run_1/layer_met1.png
Bar = 50 um. Supply wires on this layer in grey.
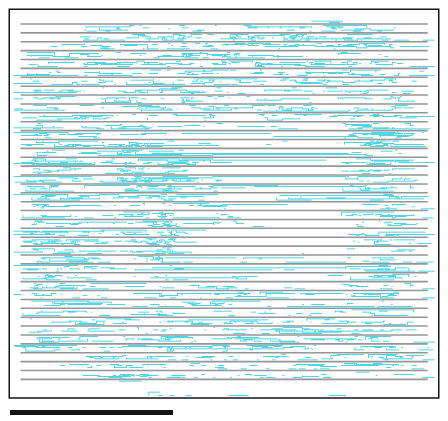
run_1/layer_met2.png
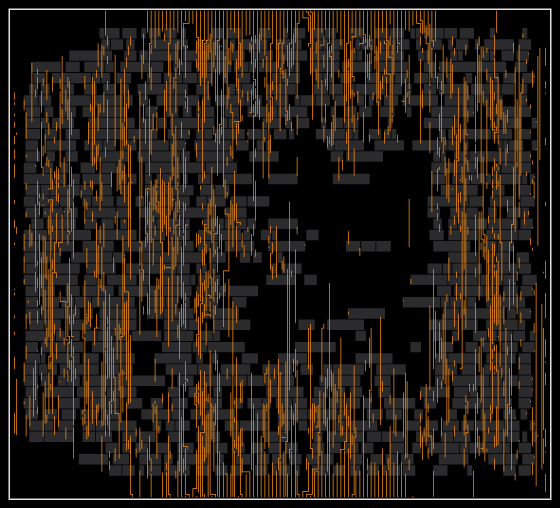
run_1/layer_met3.png
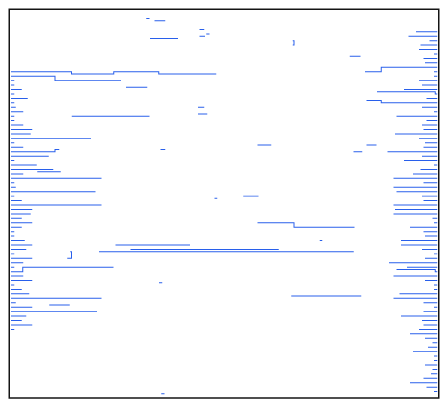
run_1/layer_met4.png
Supply wires on this layer in grey.
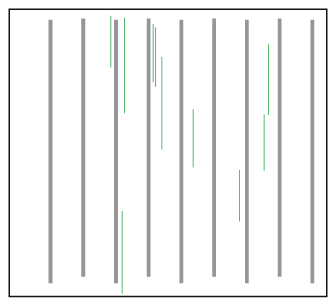
## src/rtl/axi_pkg.sv

```systemverilog
// axi_pkg: shared AXI4 encodings and the lsu_axi_master state type
package axi_pkg;
  localparam logic [1:0] AXI_BURST_INCR = 2'b01;
  localparam logic [1:0] AXI_RESP_OKAY = 2'b00;
  localparam logic [1:0] AXI_RESP_EXOKAY = 2'b01;
  localparam logic [1:0] AXI_RESP_SLVERR = 2'b10;
  localparam logic [1:0] AXI_RESP_DECERR = 2'b11;
  localparam logic [2:0] AXI_SIZE_B = 3'd0;
  localparam logic [2:0] AXI_SIZE_H = 3'd1;
  localparam logic [2:0] AXI_SIZE_W = 3'd2;
  typedef enum logic [2:0] {ST_IDLE, ST_AR, ST_R, ST_AW_W, ST_B} lsu_axi_state_t;
endpackage

```

## src/rtl/lsu_axi_master.sv

```systemverilog
// lsu_axi_master: single-outstanding LSU-to-AXI4 bridge (req_* in, resp_* out, m_* single-beat AR/R/AW/W/B master)
module lsu_axi_master
  import axi_pkg::*;
#(
  parameter int ADDR_W = 32,
  parameter int DATA_W = 32,
  parameter logic [3:0] AXI_ID = 4'h0
) (
  input  logic clk,
  input  logic rst,
  input  logic req_valid,
  output logic req_ready,
  input  logic req_wen,
  input  logic [ADDR_W-1:0] req_addr,
  input  logic [DATA_W-1:0] req_wdata,
  input  logic [3:0] req_wstrb,
  input  logic [2:0] req_size,
  output logic resp_valid,
  output logic [DATA_W-1:0] resp_rdata,
  output logic resp_err,
  output logic [ADDR_W-1:0] m_araddr,
  output logic m_arvalid,
  input  logic m_arready,
  output logic [3:0] m_arid,
  output logic [7:0] m_arlen,
  output logic [2:0] m_arsize,
  output logic [1:0] m_arburst,
  input  logic [DATA_W-1:0] m_rdata,
  input  logic [1:0] m_rresp,
  input  logic m_rvalid,
  output logic m_rready,
  input  logic m_rlast,
  input  logic [3:0] m_rid,
  output logic [ADDR_W-1:0] m_awaddr,
  output logic m_awvalid,
  input  logic m_awready,
  output logic [3:0] m_awid,
  output logic [7:0] m_awlen,
  output logic [2:0] m_awsize,
  output logic [1:0] m_awburst,
  output logic [DATA_W-1:0] m_wdata,
  output logic [3:0] m_wstrb,
  output logic m_wvalid,
  input  logic m_wready,
  output logic m_wlast,
  input  logic [1:0] m_bresp,
  input  logic m_bvalid,
  output logic m_bready,
  input  logic [3:0] m_bid
);
  lsu_axi_state_t state, state_n;
  logic [ADDR_W-1:0] addr, addr_n;
  logic [DATA_W-1:0] wdata, wdata_n, rdata, rdata_n;
  logic [3:0] strb, strb_n;
  logic [2:0] size, size_n;
  logic arvalid, arvalid_n, rready, rready_n, awvalid, awvalid_n, wvalid, wvalid_n;
  logic bready, bready_n, rvalid_q, rvalid_n, err, err_n, aw_done, aw_done_n, w_done, w_done_n;
  logic unused_ok;
  assign unused_ok = ^{m_rlast, m_rid, m_bid, m_rresp[0], m_bresp[0]};
  assign req_ready = state == ST_IDLE;
  assign resp_valid = rvalid_q;
  assign resp_rdata = rdata;
  assign resp_err = err;
  assign m_araddr = addr;
  assign m_arvalid = arvalid;
  assign m_arid = AXI_ID;
  assign m_arlen = 8'd0;
  assign m_arsize = size;
  assign m_arburst = AXI_BURST_INCR;
  assign m_rready = rready;
  assign m_awaddr = addr;
  assign m_awvalid = awvalid;
  assign m_awid = AXI_ID;
  assign m_awlen = 8'd0;
  assign m_awsize = size;
  assign m_awburst = AXI_BURST_INCR;
  assign m_wdata = wdata;
  assign m_wstrb = strb;
  assign m_wvalid = wvalid;
  assign m_wlast = 1'b1;
  assign m_bready = bready;
  always_ff @(posedge clk) begin
    if (rst) begin
      state <= ST_IDLE;
      {addr, wdata, rdata, strb, size} <= '0;
      {arvalid, rready, awvalid, wvalid, bready, rvalid_q, err, aw_done, w_done} <= '0;
    end else begin
      state <= state_n;
      {addr, wdata, rdata, strb, size} <= {addr_n, wdata_n, rdata_n, strb_n, size_n};
      {arvalid, rready, awvalid, wvalid, bready, rvalid_q, err, aw_done, w_done} <=
        {arvalid_n, rready_n, awvalid_n, wvalid_n, bready_n, rvalid_n, err_n, aw_done_n, w_done_n};
    end
  end
  always_comb begin
    state_n = state;
    {addr_n, wdata_n, rdata_n, strb_n, size_n} = {addr, wdata, rdata, strb, size};
    {arvalid_n, rready_n, awvalid_n, wvalid_n, bready_n} = {arvalid, rready, awvalid, wvalid, bready};
    {err_n, aw_done_n, w_done_n} = {err, aw_done, w_done};
    rvalid_n = 1'b0;
    case (state)
      ST_IDLE: if (req_valid) begin
        {addr_n, wdata_n, strb_n, size_n} = {req_addr, req_wdata, req_wstrb, req_size};
        state_n = req_wen ? ST_AW_W : ST_AR;
        {awvalid_n, wvalid_n, arvalid_n} = {req_wen, req_wen, !req_wen};
      end
      ST_AR: if (m_arready) begin
        {arvalid_n, rready_n} = 2'b01;
        state_n = ST_R;
      end
      ST_R: if (m_rvalid) begin
        {rready_n, rvalid_n, err_n} = {1'b0, 1'b1, m_rresp[1]};
        rdata_n = m_rdata;
        state_n = ST_IDLE;
      end
      ST_AW_W: begin
        // Each channel completes independently; done flags include this cycle's handshake.
        awvalid_n = awvalid && !m_awready;
        wvalid_n = wvalid && !m_wready;
        aw_done_n = aw_done || (awvalid && m_awready);
        w_done_n = w_done || (wvalid && m_wready);
        if (aw_done_n && w_done_n) begin
          {bready_n, aw_done_n, w_done_n} = 3'b100;
          state_n = ST_B;
        end
      end
      ST_B: if (m_bvalid) begin
        {bready_n, rvalid_n, err_n} = {1'b0, 1'b1, m_bresp[1]};
        state_n = ST_IDLE;
      end
      default: state_n = ST_IDLE;
    endcase
  end
endmodule

```

## config.mk

```make
export PLATFORM = sky130hd
export DESIGN_NAME = lsu_axi_master
export DESIGN_NICKNAME = d
export VERILOG_FILES = /design/src/rtl/axi_pkg.sv /design/src/rtl/lsu_axi_master.sv
export SDC_FILE = /design/constraint.sdc
export NUM_CORES = 1
export LEC_CHECK = 0
export CORE_ASPECT_RATIO = 0.9
export CORE_MARGIN = 3
export CORE_UTILIZATION = 39
export CTS_CLUSTER_DIAMETER = 30
export DETAILED_ROUTE_END_ITERATION = 10
export MAX_ROUTING_LAYER = met4
export PLACE_DENSITY = 0.81
export SETUP_SLACK_MARGIN = 0.5
export SYNTH_ARGS = -nofsm -noshare
export SYNTH_HDL_FRONTEND = slang
export SYNTH_SLANG_ARGS = --single-unit
```

## constraint.sdc

```tcl
create_clock -name clk -period 2.2 [get_ports clk]
set_clock_uncertainty 0.15 [all_clocks]
set_input_delay 0.44 -clock clk [delete_from_list [all_inputs] [get_ports clk]]
set_output_delay 0.44 -clock clk [all_outputs]
set_load 0.01 [all_outputs]
```

==> impl_metrics.tcl, run 1 <==
# place-and-route summary
set metrics [dict create \
    status "finished, final reports clean" \
    p_leak_uw 0.004004 \
    arrival_ns 1.96 \
    globalplace.congestion 0.7714 \
    dp_hpwl_um 10530 \
    clk_share 0.06034 \
    ant_nets 0 \
    cts_buffer_depth 2 \
    ios 300 \
    cts-htree-levels 4 \
    grt_max_degree 52 \
    overflow 0 \
    hold_path_startpoint "rst" \
    top_cells_by_area "dfxtp_1, nand2_2, a21oi_2" \
    area_share_nonclk_buffers 0.3534 \
    synthArstFlopShare 0 \
    cts_tree "done" \
    clock_latency_ns 0.40 \
    placed_area_mm2 0.007727 \
    hold_viol 0 \
    top_usage_layer "met2" \
    antenna_cells 0 \
    ff_type "dfxtp_1" \
    regArea_mm2 0.002318 \
    top_area_frac 0.4196 \
    ys_ff 115 \
    postCtsHoldBufs 0 \
    vias 4709 \
    fin_area_mm2 0.008916 \
    n_tap_cell 189 \
    ys_area_mm2 0.005487 \
    syn_area_mm2 0.005487 \
    syn_area_per_cell_um2 9.331 \
    worstSetupStartpointType "register" \
    dominant_cells "buffers" \
    power_uw 8993 \
    path_clk_slew_ns 0.05 \
    io_buffers 259 \
    vdd_ir_drop_max_mv 0.6134 \
    grt_pass1_wl_um 23030 \
    combGateArea_mm2 0.002669 \
    maxCapViolCount 0 \
    yosysMostFrequentCell "nand2_2" \
    grtUsageMet1 0.2338 \
]
-- layer_met1.png (at the start) --
The longest straight run is 60.3 um. 825 nets have wire on it.

-- layer_met2.png (at the start) --
836 nets have wire on it. The longest straight run is 51.8 um. The wires run mostly vertical. The layer holds 50% of the routed length. The layer carries 8,090 um of wire.

-- layer_met3.png (at the start) --
The wires run mostly horizontal. 155 nets have wire on it.

-- layer_met4.png (at the start) --
The wires run mostly vertical. The longest straight run is 39.4 um.

## run 1: timing repair
| action | CTS | global route |
|---|---|---|
| setup endpoints to repair | 218 | 138 |
| pin swaps | 1 | 89 |
| resized | 165 | 107 |
| buffers inserted | 8 | 6 |
| gates cloned | 4 | 9 |
## run 1: per-layer routing
metal	routed length, um	up-vias
li1	-	2303
met1	6598	2202
met2	8086	182
met3	1268	22
met4	278	0
met5	0	-
## run 1: kinds of logic (layout without fill, tap and decap cells)
logic type	Yosys count	in the layout	share of synthesized area
other	2	29	0.001369
multiplexers	5	5	0.009122
AND/OR/NAND/NOR	241	241	0.2449
buffers and inverters	105	338	0.1656
flip-flops	115	115	0.4196
AND-OR/OR-AND	120	120	0.1594
## run 1: critical path, cell delays in order, from the launching register on
cell and delay [ns]:
dfxtp_2 0.33, buf_8 0.13, or4b_4 0.60, buf_12 0.19, buf_16 0.16, nand2_2 0.09, a21oi_2 0.06
## run 1: through the flow
stage / worst slack, ns / instances / hold slack [ns] / util
after floorplan: 0.5965 / 615 / 0.2994 / -
after global placement: 0.08066 / 978 / 0.2914 / 0.5697
after detailed placement: 0.07671 / 978 / 0.2953 / 0.5697
after CTS: 0.2767 / 1022 / 0.2481 / 0.6158
after global routing: 0.3523 / 1037 / 0.2642 / 0.6574
final: 0.3755 / 1037 / 0.2691 / 0.6574
## run 1: power by group
part	switching (uW)	internal (uW)
Sequential	295	2420
Clock	938	1560
Combinational	1860	1910
Total	3100	5900
## run 1: placed cells by master (no fill, tap or decap), types with 12 or more instances in the layout
cell type,count
a21oi_1,39
a21oi_2,73
buf_4,12
clkbuf_16,25
clkdlybuf4s50_1,112
conb_1,29
dfxtp_1,102
dfxtp_2,13
dlygate4sd2_1,128
nand2_1,74
nand2_2,91
nand2_4,51
run_1/congestion.png
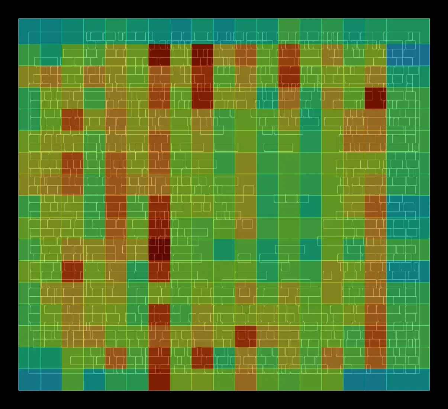

--- run 2 (diff from run 1) ---
==> constraint.sdc (replaced) <==
create_clock -name clk -period 1.7 [get_ports clk]
set_clock_uncertainty 0.15 [all_clocks]
set_input_delay 0.34 -clock clk [delete_from_list [all_inputs] [get_ports clk]]
set_output_delay 0.34 -clock clk [all_outputs]
set_load 0.01 [all_outputs]
run_2/congestion.png
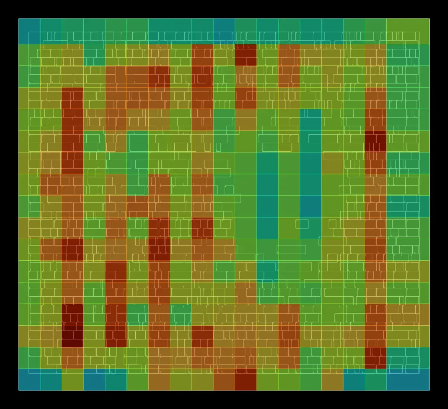
most used routing layer: met2
routed len/inst: 16.87 um
Final Core Density: 0.7530

==> impl_metrics.tcl, run 2 <==
# place-and-route summary
set metrics [dict create \
    place_inst 979 \
    grt_pass1_wl_um 23980 \
    yosysMostFrequentCell "nand2_2" \
    clk_share 0.06751 \
    top_area_frac 0.4196 \
    route.met2.wl_um 10340 \
    layout_setup_ws_ns -0.03308 \
    final-setup-viol-count 6 \
    met3RoutedLength_um 1521 \
    globalplace.congestion 0.7858 \
    mux_area_frac 0.009122 \
    cts_buffer_depth 2 \
    dp_hpwl_um 10200 \
    violations "negative setup slack" \
    vias 5175 \
    overflow 0 \
    synthArstFlopShare 0 \
    status "complete, but fails checks" \
    ys_sh_aoi 0.1594 \
    hold_viol 0 \
]
run 2: cell counts after synthesis:
No cell type changed its count.
run 2: stage by stage:
step	hold WS, ns	power, uW	utilization
global route	0.1414	13980	0.7530
floorplan	0.2994	6338	-
CTS	0.1378	12290	0.6923
finish	0.1544	13410	0.7530
detailed placement	0.2957	7488	0.5774
global placement	0.2903	7446	0.5774
run 2: power groups by stage:
stage,clock (uW),combinational [uW],sequential (uW)
6_report,4090,5690,3630
2_1_floorplan,0,2690,3640
3_5_place_dp,0,3970,3520
5_1_grt,4280,6020,3680
4_1_cts,4140,4580,3570
3_3_place_gp,0,3940,3510
run 2: kinds of logic after synthesis:
kind of cell / after synthesis
flip-flops: 115
buffers and inverters: 105
multiplexers: 5
other: 2
AND-OR/OR-AND: 120
AND/OR/NAND/NOR: 241
run 2: worst paths after layout:
| path | startpoint | endpoint | slack, ns | cells past startpoint |
|---|---|---|---|---|
| hold reg to reg | resp_rdata[24]$_SDFFE_PP0P_ | resp_rdata[24]$_SDFFE_PP0P_ | 0.31 | 2 |
| setup reg to reg | state[2]$_SDFFE_PP0P_ | m_wdata[19]$_SDFFE_PP0P_ | -0.03 | 7 |
| hold / removal | rst | m_wstrb[0]$_SDFFE_PP0P_ | 0.15 | 2 |
| setup / recovery | state[2]$_SDFFE_PP0P_ | m_wdata[19]$_SDFFE_PP0P_ | -0.03 | 7 |
run 2: critical path: stages, from the launching register on:
cell and delay, ns:
dfxtp_4 0.36, buf_8 0.13, nor4b_4 0.32, buf_4 0.19, buf_12 0.14, clkbuf_16 0.15
nand2_2 0.06, a21oi_2 0.15
run 2: what timing repair did:
item | in CTS | in global routing
setup endpoints to repair | 261 | 261
resized | 799 | 123
pin swaps | 1 | 18
cloned | 1 | 13
setup buffers | 71 | 33
hold buffers | 0 | 0
Power is estimated from default activity; no workload was simulated.
